## src/rtl/salamander_pkg.sv

```systemverilog
// Shared constants for the Salamander-4 accumulator core: opcodes, instruction
// field positions and register-file geometry.
package salamander_pkg;

  localparam int unsigned REG_COUNT = 4;
  localparam int unsigned REG_IDX_W = 2;

  localparam int unsigned F_REG_HI = 5;
  localparam int unsigned F_REG_LO = 4;
  localparam int unsigned F_OP_HI  = 3;
  localparam int unsigned F_OP_LO  = 1;
  localparam int unsigned F_E      = 0;

  typedef enum logic [2:0] {
    OP_NOP = 3'b000,
    OP_LD  = 3'b001,
    OP_ST  = 3'b010,
    OP_ADD = 3'b011,
    OP_SUB = 3'b100,
    OP_AND = 3'b101,
    OP_XOR = 3'b110,
    OP_INC = 3'b111
  } opcode_e;

endpackage

```

## src/rtl/salamander_top_level_alu.sv

```systemverilog
// Combinational ALU for the Salamander-4 core; all arithmetic wraps at 2^SIZE.
module alu
  import salamander_pkg::*;
#(
  parameter int unsigned SIZE = 8
) (
  input  logic [SIZE-1:0] a,
  input  logic [SIZE-1:0] r,
  input  opcode_e         opcode,
  output logic [SIZE-1:0] result
);

  // NOP and ST pass A through; the top level ignores the result for them.
  always_comb begin
    result = a;
    case (opcode)
      OP_LD:   result = r;
      OP_ADD:  result = a + r;
      OP_SUB:  result = a - r;
      OP_AND:  result = a & r;
      OP_XOR:  result = a ^ r;
      OP_INC:  result = a + SIZE'(1);
      default: result = a;
    endcase
  end

endmodule

```

## src/rtl/salamander_top_level.sv

```systemverilog
// Salamander-4 top: instruction memory with host write port, PC, accumulator,
// four-entry register file and one-instruction-per-cycle execution.
module salamander_top_level
  import salamander_pkg::*;
#(
  parameter int unsigned SIZE      = 8,
  parameter int unsigned DATA_SIZE = 6,
  parameter int unsigned ADDR_SIZE = 5
) (
  input  logic                 clk,
  input  logic                 rst,
  input  logic                 W,
  input  logic [DATA_SIZE-1:0] DATA_WR,
  input  logic [ADDR_SIZE-1:0] ADDR,
  output logic [SIZE-1:0]      acc_out,
  output logic [ADDR_SIZE-1:0] pc_out
);

  localparam int unsigned DEPTH = 1 << ADDR_SIZE;

  logic [DATA_SIZE-1:0] mem [DEPTH];
  logic [SIZE-1:0]      regs [REG_COUNT];
  logic [SIZE-1:0]      acc;
  logic [ADDR_SIZE-1:0] pc;

  logic [DATA_SIZE-1:0] instr;
  logic [REG_IDX_W-1:0] r_idx;
  opcode_e              op;
  logic                 dest_acc;
  logic [SIZE-1:0]      alu_result;
  logic [SIZE-1:0]      ALU_out_val_w;
  logic [SIZE-1:0]      REG_FILE_DATA_OUT_w;

  // Combinational fetch and decode of the word at pc.
  assign instr               = mem[pc];
  assign r_idx               = instr[F_REG_HI:F_REG_LO];
  assign op                  = opcode_e'(instr[F_OP_HI:F_OP_LO]);
  assign dest_acc            = instr[F_E];
  assign REG_FILE_DATA_OUT_w = regs[r_idx];
  assign ALU_out_val_w       = acc;

  alu #(.SIZE(SIZE)) u_alu (
    .a      (acc),
    .r      (REG_FILE_DATA_OUT_w),
    .opcode (op),
    .result (alu_result)
  );

  // Reset beats host writes; a host write stalls execution for that cycle.
  always_ff @(posedge clk) begin
    if (rst) begin
      pc  <= '0;
      acc <= '0;
      for (int i = 0; i < REG_COUNT; i++) regs[i] <= '0;
      for (int i = 0; i < DEPTH; i++) mem[i] <= '0;
    end else if (W) begin
      mem[ADDR] <= DATA_WR;
    end else begin
      pc <= pc + ADDR_SIZE'(1);
      case (op)
        OP_NOP: ;
        OP_ST:  regs[r_idx] <= acc;
        default: begin
          if (dest_acc) acc <= alu_result;
          else          regs[r_idx] <= alu_result;
        end
      endcase
    end
  end

  assign acc_out = acc;
  assign pc_out  = pc;

endmodule

```

## config.mk

```make
export PLATFORM = sky130hd
export DESIGN_NAME = salamander_top_level
export DESIGN_NICKNAME = d
export VERILOG_FILES = /design/src/rtl/salamander_pkg.sv /design/src/rtl/salamander_top_level_alu.sv /design/src/rtl/salamander_top_level.sv
export SDC_FILE = /design/constraint.sdc
export NUM_CORES = 1
export LEC_CHECK = 0
export CAP_MARGIN = 20
export CORE_MARGIN = 2
export CORE_UTILIZATION = 60
export DETAILED_ROUTE_END_ITERATION = 6
export PLACE_DENSITY = 0.77
export SETUP_SLACK_MARGIN = 0.5
export SYNTH_ARGS = -nofsm -noshare
export SYNTH_HDL_FRONTEND = slang
export SYNTH_HIERARCHICAL = 1
export SYNTH_SLANG_ARGS = --single-unit
```

## constraint.sdc

```tcl
create_clock -name clk -period 5.7 [get_ports clk]
set_input_delay 0.855 -clock clk [delete_from_list [all_inputs] [get_ports clk]]
set_output_delay 0.855 -clock clk [all_outputs]
set_load 0.01 [all_outputs]
```

Fig. 1: wiring heat map
Scale: 2 px per micron. 29 x 29 tiles, from dark purple (low) to yellow (high), scaled to the fullest tile. Values are wire area over tile area, all layers added.
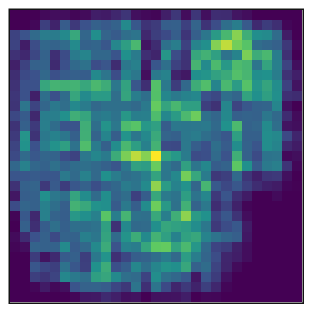
densest ninth of the die: centre
fullest tile: 0.67
tiles over half the peak: 18%
emptiest ninth of the die: south-east
nearly empty tiles: 13%
mean over tiles: 0.21

Fig. 2: drive-strength map
Scale: 2 px per micron.
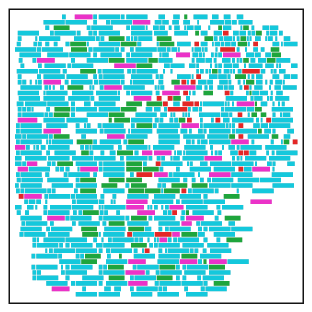
legend:
  _6 and larger:
    colour: magenta
    cells: 44
    share: 4.6%
  _0 and _1 cells:
    colour: cyan
    cells: 787
    share: 82%
  _3 and _4 cells:
    colour: red
    cells: 35
    share: 3.7%
  _2 cells:
    colour: green
    cells: 92
    share: 9.6%
area growth from synthesis to final layout: 14.71%
fin area: 13920 sq um
final worst setup slack: 0.6250 ns
Non-Clock Buffer Count: 67

Fig. 3: signal wires on met3
Scale: 2 px per micron. Cells faint in the background.
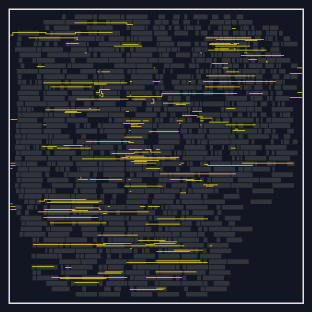
wire length on this layer: 1850 microns
nets with wire on the layer: 101
main direction: horizontal
longest straight run: 55.2 microns
share of all routed wire: 6.8%
DR vias: 7506
Post-Route WL: 27330 microns

Fig. 4: cell classes on the final placement
Scale: 3 px per micron.
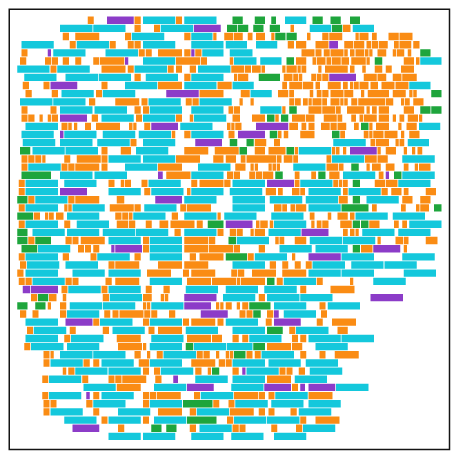
legend:
  other buffers and delay cells:
    colour: green
    cells: 67
    share_of_their_area: 5.3%
  flops:
    colour: cyan
    cells: 242
    share_of_their_area: 52%
  combinational and other logic:
    colour: orange
    cells: 605
    share_of_their_area: 36%
  clock drivers and dummy loads:
    colour: purple
    cells: 44
    share_of_their_area: 6.2%
flop share of the area: 0.5096
Core Area: 20040 sq um

per-stage QoR:
step / total power (uW) / cell area (sq um)
final: 4524 / 13920
after global routing: 4676 / 13920
after CTS: 4452 / 13550
after detailed placement: 2778 / 12670
after global placement: 2763 / 12660
after floorplan: 2573 / 12140
synth_stat cells (all sizes together) (3+ instances only):
master	instances	area, sq um
a21oi	29	160.2
a221oi	4	35.03
a222oi	3	30.03
and2	193	1207
buf	18	110.1
clkbuf	35	131.4
dfxtp	18	360.4
edfxtp	224	6726
ha	19	237.7
inv	8	30.03
mux2	11	123.9
mux2i	36	360.4
mux4	56	1261
nand2	22	82.58
nand2b	7	43.79
nand3	9	45.04
nand3b	4	30.03
nor2	79	296.5
nor2b	5	31.28
nor3	28	140.1
o21ai	11	55.05
o21bai	3	22.52
o31ai	3	22.52
or2	33	206.5
or3	4	25.02
or3b	3	26.28
xnor2	5	43.79
xor2	5	43.79
timing repair:
action,4_1_cts,5_1_grt
resized,6,29
hold buffers,0,0
endpoints found under the setup margin,22,30
gates cloned,0,1
hold endpoints to repair,0,0
buffers inserted,1,13
pin swaps,0,6
cells by family after synthesis:
group                      count (synthesis)  share of synthesized area
AOI/OAI and AO/OA                         69                    0.03949
xor gates and xnor gates                  10                   0.007218
adders and majority gates                 20                    0.02124
buffers and inverters                     61                    0.02238
DFF                                      242                     0.5840
muxes                                    103                     0.1438
and+or+nand+nor                          395                     0.1818
flip-flops by register name (all words and copies together), names as in the netlist, named ones only:
| register | count |
|---|---|
| mem | 192 |
| regs | 32 |
| acc_out | 8 |
| pc_out | 5 |
routing by layer:
| metal | wire, microns | GRT usage |
|---|---|---|
| met5 | 0 | 0 |
| met2 | 13610 | 0.4316 |
| met1 | 10990 | 0.3485 |
| met3 | 1850 | 0.04125 |
| met4 | 876 | 0.08398 |
==> out/results.txt <==
# DRC -> 0
FF-to-FF path depth -> 22
Nets at Floorplan -> 934
register area -> 7093 sq um
most instantiated logic cell after routing -> edfxtp_1
drt wl/cell -> 22.25 microns
max-slew violation count -> 0
classification of the worst setup path -> register to register
Hold Path Origin -> pc_out[4]
critical path depth -> 22
inverter count -> 8
P_comb -> 754 uW
Rows -> 52
Tmin final -> 5.075 ns
PD cells -> 325.0 nW/um^2
vias in the first global route -> 7395
outcome -> completed
leakage power -> 0.004848 uW
worst path bufs/invs -> 3
ys flops -> 242
R2R setup slack -> 0.62 ns
Crit Path Max Fanout -> 7
EDFF count, synth -> 224
clk slew on worst S/H paths -> 0.06 ns
min-delay worst type -> register to register
fmax -> 0.1970 GHz
ant diodes -> 0
synthesized instance count -> 900
Die Size -> 21380 sq um
wire length of the first global-routing pass -> 42060 microns
Hold Path End -> pc_out[4]
critical path required time -> 5.94 ns
clkbuf count -> 29
crit-path leading delay family -> multiplexers
combinational share of cell area -> 0.3516
max-cap violations -> 0
worst hold slack -> 0.5660 ns
H-tree depth -> 1
I/O pins -> 27
global placement routability congestion -> 0.9546
cell area after synthesis -> 12130 sq um
RR Endpoint -> regs[0][7]
clk tree area frac -> 0.06049
Seq pwr share -> 0.461
Combinational Gates -> 597
tool warnings -> 28
crit path to -> regs[0][7]
slowest stage delay, CP -> 0.51 ns
Hold Crit Depth -> 2
non-filler cells, final -> 1228
Pint -> 3395 uW
combinational power share -> 0.167
DIE WIDTH -> 146.2 microns
Clock Tree Root -> clkbuf_16
YS chip area -> 12130 sq um
Flop Count -> 242
most common logic cells in the final layout -> 224 x edfxtp_1, 193 x and2_1, 78 x nor2_1
RSZ-0062 raised after global routing -> false
Clock Tree Buf Depth -> 3
initial core utilization -> 0.6055
Mean Syn Cell Area -> 13.48 sq um
Peak VDD IR -> 0.2446 mV
fillcell total -> 1378
Clock group -> 1680 uW
Dominant Register Cell -> edfxtp_1
Yosys warning count -> 6
crit path launch type -> register
Place WS -> 0.2147 ns
placed wire-length estimate -> 17500 microns
Arr. time, crit path -> 5.31 ns
slowest CP cell -> mux4_2
register share after synthesis -> 0.5840
Final Util -> 0.6946
# setup viols final -> 0
Slew headroom -> 0.2630
Post-synth ARST share -> 0
Cell Chain, Critical Path -> buf_6 > mux4_2 > mux4_2 > mux2i_4 > buf_12 > mux2_1 > nor2_2 > a21oi_2 > inv_2 > ha_4 > nand2_1 > o41ai_2 > xor2_1 > nor2_1 > ha_1 > a21oi_2 > o21a_1 > o31ai_4 > a211oi_2 > nor3b_2 > mux2i_2 > nor3_2
GRT Residual Overflow -> 0
clk_lat worst skew -> 0.52 ns
number of buffers created by CTS -> 25
switching power -> 1130 uW
antenna-violating nets left -> 0
Largest cell class -> sequential cells
Total GRT Usage -> 0.2570
actual slew at the worst max-slew pin -> 1.106 ns
cell count in the Yosys report -> 900
Setup crit end kind -> register
Top power group -> registers
Nets -> 975
share of layout cells above drive strength 1 -> 0.1785
Clock Skews -> 0.01063 ns
Final Hold Fails -> 0
Via density -> 6.112
buffering overhead -> 0.05196
Inst Count DP -> 1164
seq pwr -> 2090 uW
initial drt markers -> 814
clock network power share -> 0.372
logic area -> 4893 sq um
Tcrit/Tclk final -> 0.8904
Cell Type Count -> 56
initial antenna violation count -> 0
Switching Fraction -> 0.2497
DRT Pass-1 Iters -> 5
Tap Cells -> 270
Port Buffers -> 26
pin count of the biggest net entering global routing -> 55
Setup TNS Final -> 0 ns
CTS sink cnt -> 242
TritonCTS clock tree -> done
die height -> 146.2 microns
Power and IR drop assume default switching activity.
